### config.mk
export PLATFORM = sky130hd
export DESIGN_NAME = sdf_edge_capture
export DESIGN_NICKNAME = d
export VERILOG_FILES = /design/src/rtl/sdf_edge_capture.sv
export SDC_FILE = /design/constraint.sdc
export NUM_CORES = 1
export LEC_CHECK = 0
export CORE_ASPECT_RATIO = 0.6
export CORE_MARGIN = 5
export CORE_UTILIZATION = 56
export CTS_CLUSTER_DIAMETER = 30
export DETAILED_ROUTE_END_ITERATION = 10
export GPL_TIMING_DRIVEN = 0
export PLACE_DENSITY = 0.79
export SLEW_MARGIN = 10
export SYNTH_ARGS = -nofsm -noshare
export SYNTH_HDL_FRONTEND = slang
export SYNTH_SLANG_ARGS = --single-unit
### constraint.sdc
create_clock -name clk -period 3.2 [get_ports clk]
set_clock_uncertainty 0.2 [all_clocks]
set_input_delay 0.64 -clock clk [delete_from_list [all_inputs] [get_ports clk]]
set_output_delay 0.64 -clock clk [all_outputs]
set_load 0.05 [all_outputs]
### src/rtl/sdf_edge_capture.sv
// Edge capture stage for q1/q2: timestamps toggles inside an armed window,
// queues records in a first-word-fall-through FIFO and keeps saturating edge counts.
module sdf_edge_capture #(
  parameter int TS_WIDTH  = 8,
  parameter int CNT_WIDTH = 8,
  parameter int DEPTH     = 4
) (
  input  logic                  clk,
  input  logic                  rst,
  input  logic                  q1,
  input  logic                  q2,
  input  logic                  arm,
  input  logic                  clear,
  output logic                  out_valid,
  input  logic                  out_ready,
  output logic [TS_WIDTH+3:0]   out_data,
  output logic [CNT_WIDTH-1:0]  cnt_q1,
  output logic [CNT_WIDTH-1:0]  cnt_q2,
  output logic                  overflow,
  output logic [1:0]            state
);

  localparam int AW = $clog2(DEPTH);
  localparam int DW = TS_WIDTH + 4;
  localparam logic [AW:0] FULL_CNT = (AW+1)'(DEPTH);

  localparam logic [1:0] S_IDLE  = 2'd0;
  localparam logic [1:0] S_ARMED = 2'd1;
  localparam logic [1:0] S_RUN   = 2'd2;
  localparam logic [1:0] S_DONE  = 2'd3;

  logic                prev_q1, prev_q2;
  logic [TS_WIDTH-1:0] ts;
  logic [DW-1:0]       mem [DEPTH];
  logic [AW-1:0]       wr_ptr, rd_ptr;
  logic [AW:0]         count;

  logic e1, e2, ev, capturing, push_req, full, pop, do_push, drop;
  logic [DW-1:0] rec;

  // NOTE: combinational logic uses blocking assignments with every output
  // given a default first, so no path through the block can infer a latch.
  always_comb begin
    e1        = q1 ^ prev_q1;
    e2        = q2 ^ prev_q2;
    ev        = e1 | e2;
    capturing = !clear && (state == S_ARMED || state == S_RUN);
    push_req  = capturing && ev;
    full      = (count == FULL_CNT);
    pop       = out_valid && out_ready;
    do_push   = push_req && (!full || pop);
    drop      = push_req && full && !pop;
    rec       = {q2, q1, e2, e1, ts};
  end

  // History follows the inputs even through clear so arming never sees a stale level.
  // NOTE: sequential state uses non-blocking assignments so every register
  // samples pre-edge values regardless of statement order.
  always_ff @(posedge clk) begin
    if (rst) begin
      prev_q1 <= 1'b0;
      prev_q2 <= 1'b0;
    end else begin
      prev_q1 <= q1;
      prev_q2 <= q2;
    end
  end

  always_ff @(posedge clk) begin
    if (rst || clear) begin
      state    <= S_IDLE;
      ts       <= '0;
      cnt_q1   <= '0;
      cnt_q2   <= '0;
      overflow <= 1'b0;
    end else begin
      case (state)
        S_IDLE:  if (arm) state <= S_ARMED;
        S_ARMED: if (ev) state <= S_RUN;
        S_RUN: begin
          if (&ts) state <= S_DONE;
          else     ts    <= ts + 1'b1;
        end
        default: ;
      endcase
      if (capturing && e1 && !(&cnt_q1)) cnt_q1 <= cnt_q1 + 1'b1;
      if (capturing && e2 && !(&cnt_q2)) cnt_q2 <= cnt_q2 + 1'b1;
      if (drop) overflow <= 1'b1;
    end
  end

  always_ff @(posedge clk) begin
    if (rst || clear) begin
      wr_ptr <= '0;
      rd_ptr <= '0;
      count  <= '0;
    end else begin
      if (do_push) wr_ptr <= wr_ptr + 1'b1;
      if (pop)     rd_ptr <= rd_ptr + 1'b1;
      case ({do_push, pop})
        2'b10:   count <= count + 1'b1;
        2'b01:   count <= count - 1'b1;
        default: ;
      endcase
    end
  end

  // NOTE: storage is not reset; out_data is masked while empty, so stale
  // entries are never observable.
  always_ff @(posedge clk) begin
    if (do_push) mem[wr_ptr] <= rec;
  end

  assign out_valid = (count != '0);
  assign out_data  = out_valid ? mem[rd_ptr] : '0;

endmodule

run_1/placement_by_type.png
Scale bar: 20 um.
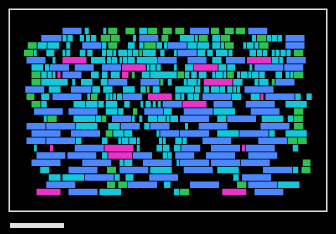
colour	class	cells	share of their area
magenta	clock drivers and dummy loads	16	6.7%
cyan	combinational and other logic	211	36%
blue	sequential cells	86	48%
green	remaining buffers and delay cells	50	9.6%
flop share of the area: 0.467
num rows: 23
Final Cell Area: 0.00473 mm2
fin util: 0.705

run_1/logic_types.png
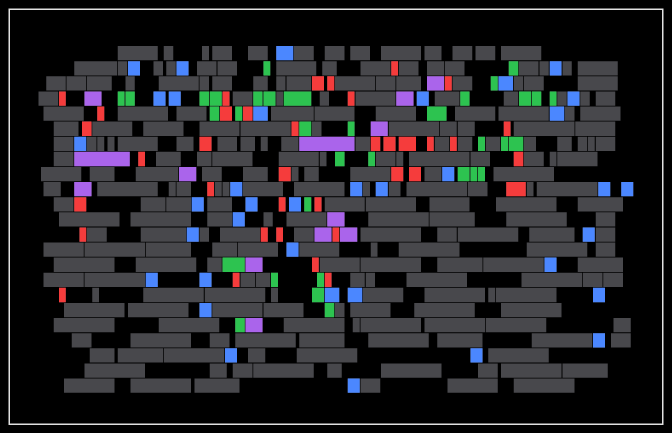
colour	family	cells
blue	and/or cells	36
purple	xor and xnor cells	13
red	nor cells	37
green	nand cells	34
post-route insts no fill: 450
Commonest Layout Cell: edfxtp_1
combinational share of cell area: 0.342

run_1/flops_by_reg.png
Scale bar: 20 um.
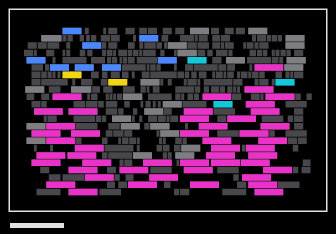
colour	signal	flops
magenta	`mem`	48
blue	`cnt_q1`	8
cyan	`count`	3
yellow	`wr_ptr`	2
not coloured	25
register area: 0.00220 mm2
sequential power: 1.18 mW

==> flow_summary.ini, run 1 <==
; physical design summary
[run_status]
status = finished clean

[global_routing]
grt_pass1_wl_mm = 13.8
grt_use_total = 0.208
overflow = 0

[critical_path]
crit_path_max_incr_delay_ns = 0.50
reg2regPathDepth = 11
cp_num_buf_inv = 2
cp-end-kind = register
arrival_ns = 3.11
path_cells = dlygate4sd2_1 -> xnor2_4 -> a21oi_2 -> buf_4 -> or2_2 -> fa_1 -> nor2b_1 -> a31oi_1 -> mux2i_1 -> a2111oi_2
path_max_fanout = 10
cp.required_ns = 3.23

[timing]
grt_setup_unrepaired = false
whs_ns = 0.243
tns_ns = 0
fmax_mhz = 325

[synthesis]
top_area_frac = 0.372
yosys_cells = 307
ys_area_mm2 = 0.00387
synth_cell_types = 53
ys_sh_xor = 0.0333
ys_warn_count = 0

[floorplan]
die-area_mm2 = 0.00873
die_w_um = 117
fp_util = 0.578
chipHeight_um = 74.4

[worst_hold_path]
worstHoldPathCells = 2
min-delay-path-class = register to register

[clock_network]
cts.sinks = 86
cts_hold_buffers = 0
path_clk_slew_ns = 0.06

[layout]
drive_gt1_frac = 0.138
syn2layout_area_growth_pct = 22.0
fillCellCount = 472

[routing]
drt_iter0_drc = 213
wl_mm = 8.54
drtAntennaViolNets = 0
dr.pass1.iters = 4

[power_and_ir_drop]
p_int_mw = 1.89
vdd_drop_max_uv = 485
-- run 1: cell type report --
cell class	count	area share
inverter	12	0.00980
sequential	86	0.467
timing repair buffer	40	0.0831
clock buffer	11	0.0492
multi-input combinational	199	0.342
tap	87	0.0230
buffer	10	0.0109
clock inverter	5	0.0159
-- run 1: power by group through the flow --
stage          clock network, mW  logic [mW]  registers [mW]
5_1_grt                     1.15       0.128            1.18
2_1_floorplan                  0      0.0640            1.20
4_1_cts                     1.10       0.115            1.18
6_report                    1.07       0.119            1.18
3_3_place_gp                   0       0.104            1.20
3_5_place_dp                   0       0.108            1.20
-- run 1: what timing repair did --
action	in CTS	in global routing
setup buffers	2	0
resized	18	17
endpoints found under the setup margin	12	10
pin swaps	2	0
-- run 1: routing by layer --
metal | global-route usage | share of wire | routed length (um)
met5 | 0 | 0 | 0
met4 | 0.0605 | 0.010 | 86
met3 | 0.0707 | 0.088 | 748
met2 | 0.303 | 0.43 | 3710
met1 | 0.300 | 0.47 | 4000
-- run 1: sequential cells by signal, indices dropped and copies added, names as in the netlist, named ones only --
name	count
wr_ptr	2
ts	8
count	3
overflow	1
rd_ptr	2
cnt_q1	8
mem	48
cnt_q2	8
prev_q1	1
state	2
prev_q2	1
-- run 1: worst max-delay path by stage --
| stage | startpoint | cells past startpoint | end | slack [ns] |
|---|---|---|---|---|
| after floorplan | state[0] | 11 | count[1] | 0.17 |
| after global placement | q1 | 10 | count[1] | -0.57 |
| after detailed placement | q1 | 10 | count[1] | -0.66 |
| after CTS | out_ready | 9 | count[1] | 0.003 |
| after global routing | count[2] | 5 | out_data[9] | 0.0001 |
| final | q1 | 10 | count[1] | 0.12 |
==> inputs of run 2 (changes only) <==
Settings changed: CAP_MARGIN set to 20.
run_2/flops_by_reg.png
Scale bar: 20 um.
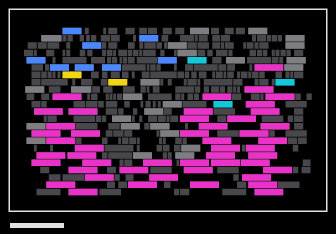
colour	signal	flops
blue	`cnt_q1`	8
yellow	`wr_ptr`	2
cyan	`count`	3
magenta	`mem`	48

==> run 2 against run 1 <==
- worst setup slack did not move
- core utilization unchanged
- sequential cell count did not move
- global-route usage unchanged
- highest routed layer unchanged
==> flow_summary.ini, run 2 <==
; physical design summary
[global_routing]
grt_use_total = 0.208
met1_usage = 0.300

[clock_network]
cts_hold_buffers = 0
cts.sinks = 86

[timing]
fmax_mhz = 325
whs_ns = 0.243
grt_setup_unrepaired = false

[floorplan]
die_w_um = 117
die-area_mm2 = 0.00873

[routing]
dr_wl_met3_um = 748
wl_met2_mm = 3.71
wl_met1_mm = 4.00
dr.pass1.iters = 4

[critical_path]
cp-end-kind = register
crit_path_max_incr_delay_ns = 0.50
path_max_fanout = 10
path_cells = dlygate4sd2_1 -> xnor2_4 -> a21oi_2 -> buf_4 -> or2_2 -> fa_1 -> nor2b_1 -> a31oi_1 -> mux2i_1 -> a2111oi_2
arrival_ns = 3.11
cp.required_ns = 3.23

[power_and_ir_drop]
vdd_drop_max_uv = 485

[layout]
stdcell_count = 450
finalInstanceArea_mm2 = 0.00473
finalCoreUtilization = 0.705
lay_top_count = edfxtp_1
drive_gt1_frac = 0.138
syn2layout_area_growth_pct = 22.0

[worst_hold_path]
min-delay-path-class = register to register

[run_status]
status = finished clean
==> run 2: worst max-delay path by stage <==
stage / slack [ns] / cells past startpoint / end / startpoint
after detailed placement: -0.66 / 10 / count[1] / q1
after CTS: 0.003 / 9 / count[1] / out_ready
after floorplan: 0.17 / 11 / count[1] / state[0]
final: 0.12 / 10 / count[1] / q1
after global routing: 0.0001 / 5 / out_data[9] / count[2]
after global placement: -0.57 / 10 / count[1] / q1
==> run 2: worst min-delay path: stages, from the launching register on <==
cell,delay [ns]
dfxtp_1,0.30
inv_1,0.04
a21oi_1,0.05
==> run 2: final cells by class <==
cell class / count / area, um2
tap: 87 / 109
inverter: 12 / 46.3
buffer: 10 / 51.3
multi-input combinational: 199 / 1610
clock inverter: 5 / 75.1
clock buffer: 11 / 233
timing repair buffer: 40 / 393
sequential: 86 / 2200
fill: 472 / 1980
==> run 2: what timing repair did <==
item,CTS,global route
pin swaps,2,0
setup endpoints to repair,12,10
resized,18,17
setup buffers,2,0
==> run 2: metrics by stage <==
stage               setup slack [ns]  setup TNS [ns]  total power, mW
detailed placement            -0.664           -1.92             1.31
finish                         0.122               0             2.37
global route                0.000107               0             2.46
global placement              -0.565          -0.868             1.30
CTS                          0.00255               0             2.39
floorplan                      0.166               0             1.27
==> run 2: power groups by stage <==
stage,sequential (mW),clock (mW),combinational [mW]
CTS,1.18,1.10,0.115
global placement,1.20,0,0.104
finish,1.18,1.07,0.119
detailed placement,1.20,0,0.108
global route,1.18,1.15,0.128
floorplan,1.20,0,0.0640
==> run 2: kinds of logic (layout without fill, tap and decap cells) <==
kind of cell | Yosys count | count (layout)
simple gates | 107 | 107
flops | 86 | 86
compound gates | 44 | 44
mux | 22 | 22
buf+inv | 22 | 78
fa+ha+maj | 13 | 13
xor+xnor | 13 | 13
==> inputs of run 3 (changes only) <==
Settings changed: CORE_MARGIN 5 to not set, CORE_UTILIZATION 56 to 40, PLACE_DENSITY 0.79 to not set, SLEW_MARGIN 10 to not set.
run_3/flops_by_reg.png
Scale bar: 50 um.
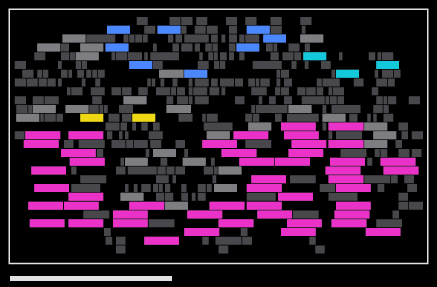
colour	signal	flops
blue	`cnt_q1`	8
yellow	`wr_ptr`	2
magenta	`mem`	48
cyan	`count`	3
not coloured	25

==> run 3 against run 2 <==
- sequential share of layout area is essentially flat
- via count shrank 3.3%
- critical path depth shrank 1
- count of clock-buffer cells in the layout is the same
- sequential power is essentially flat
- largest cell class unchanged
==> flow_summary.ini, run 3 <==
; physical design summary
[critical_path]
path_max_fanout = 10
cp-end-kind = register
reg2regPathDepth = 11
cp.required_ns = 3.24
arrival_ns = 3.11

[synthesis]
ys_area_mm2 = 0.00387
ys_warn_count = 0
top_area_frac = 0.372
yosys_cells = 307

[timing]
grt_setup_unrepaired = false
fmax_mhz = 326
tns_ns = 0
fin_ws_ns = 0.134
whs_ns = 0.249

[global_routing]
grt_use_total = 0.180
overflow = 0

[layout]
lay_top_count = edfxtp_1
finalInstanceArea_mm2 = 0.00473
fillCellCount = 830
drive_gt1_frac = 0.135
finalCoreUtilization = 0.509

[power_and_ir_drop]
vdd_drop_max_uv = 256

[routing]
dr.pass1.iters = 4
drt_iter0_drc = 147
wl_mm = 8.10
drtAntennaViolNets = 0

[clock_network]
cts.sinks = 86
cts-resized-gates = 18
path_clk_slew_ns = 0.06
post_cts_buffers = 2

[floorplan]
die_w_um = 129
chipHeight_um = 78.2
row_count = 27
die-area_mm2 = 0.0101

[placed_design]
dp_slack_ns = -0.591

[run_status]
status = finished clean

[worst_hold_path]
worstHoldPathCells = 2
[run 3: cell families (layout without fill, tap and decap cells)]
group                    after synthesis  after routing  synth area share
flip-flops                            86             86             0.569
AND-OR/OR-AND                         44             44            0.0847
XOR/XNOR                              13             13            0.0333
AND/OR/NAND/NOR                      107            107             0.151
multiplexers                          22             22            0.0956
adder cells (fa/ha/maj)               13             13            0.0439
buffers and inverters                 22             78            0.0229
[run 3: final cells by class]
| type | count | area [um2] | area share |
|---|---|---|---|
| timing repair buffer | 40 | 385 | 0.0815 |
| inverter | 12 | 46.3 | 0.00979 |
| sequential | 86 | 2200 | 0.466 |
| clock buffer | 11 | 243 | 0.0513 |
| multi-input combinational | 199 | 1610 | 0.341 |
| clock inverter | 5 | 25.0 | 0.00529 |
| buffer | 10 | 51.3 | 0.0108 |
| tap | 130 | 163 | 0.0344 |
[run 3: layer usage]
layer  vias up  global-route usage  part of all wire
li1       1242                   -                 -
met5         -                   0                 0
met4         0              0.0565             0.013
met2        53               0.240              0.38
met1      1250               0.268              0.55
met3         9              0.0607             0.057
[run 3: report_power, final]
group          switching, mW  internal (mW)  total [mW]
clock network          0.402          0.539       0.940
registers            0.00630           1.17        1.18
logic                 0.0721         0.0437       0.116
[run 3: how the worst max path moves through the flow]
stage,from,end,slack (ns)
CTS,clear,count[1],0.03
floorplan,state[0],count[1],0.17
global route,state[0],count[1],0.003
finish,out_ready,count[1],0.13
detailed placement,q1,count[1],-0.59
global placement,q1,count[1],-0.60
[run 3: worst max-delay path: stages]
cell,delay [ns]
clkdlybuf4s50_1,0.60
clkbuf_4,0.25
nand2_1,0.08
or2_2,0.30
fa_1,0.51
nand2b_1,0.17
a21oi_1,0.14
nor3_1,0.08
a2111oi_2,0.32

## Gallery

Routing congestion map.
(a)
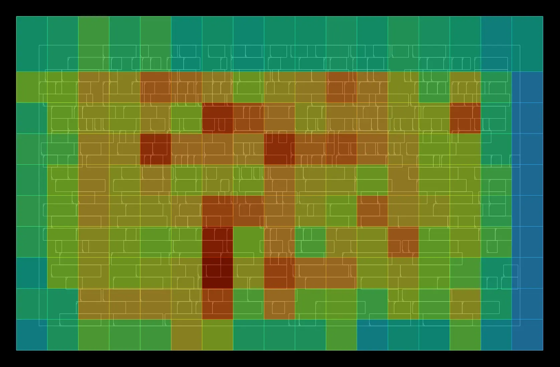
(b)
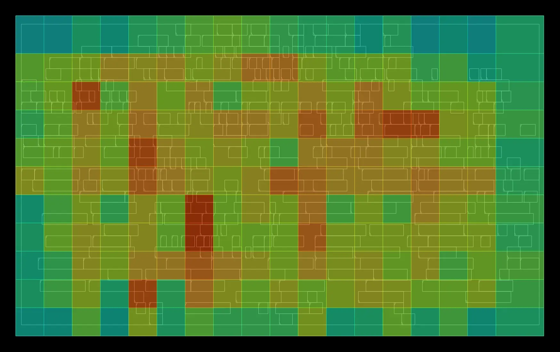
(b): run 3
(a): run 1

No activity file was given, so power comes from the tool's default toggle rates.
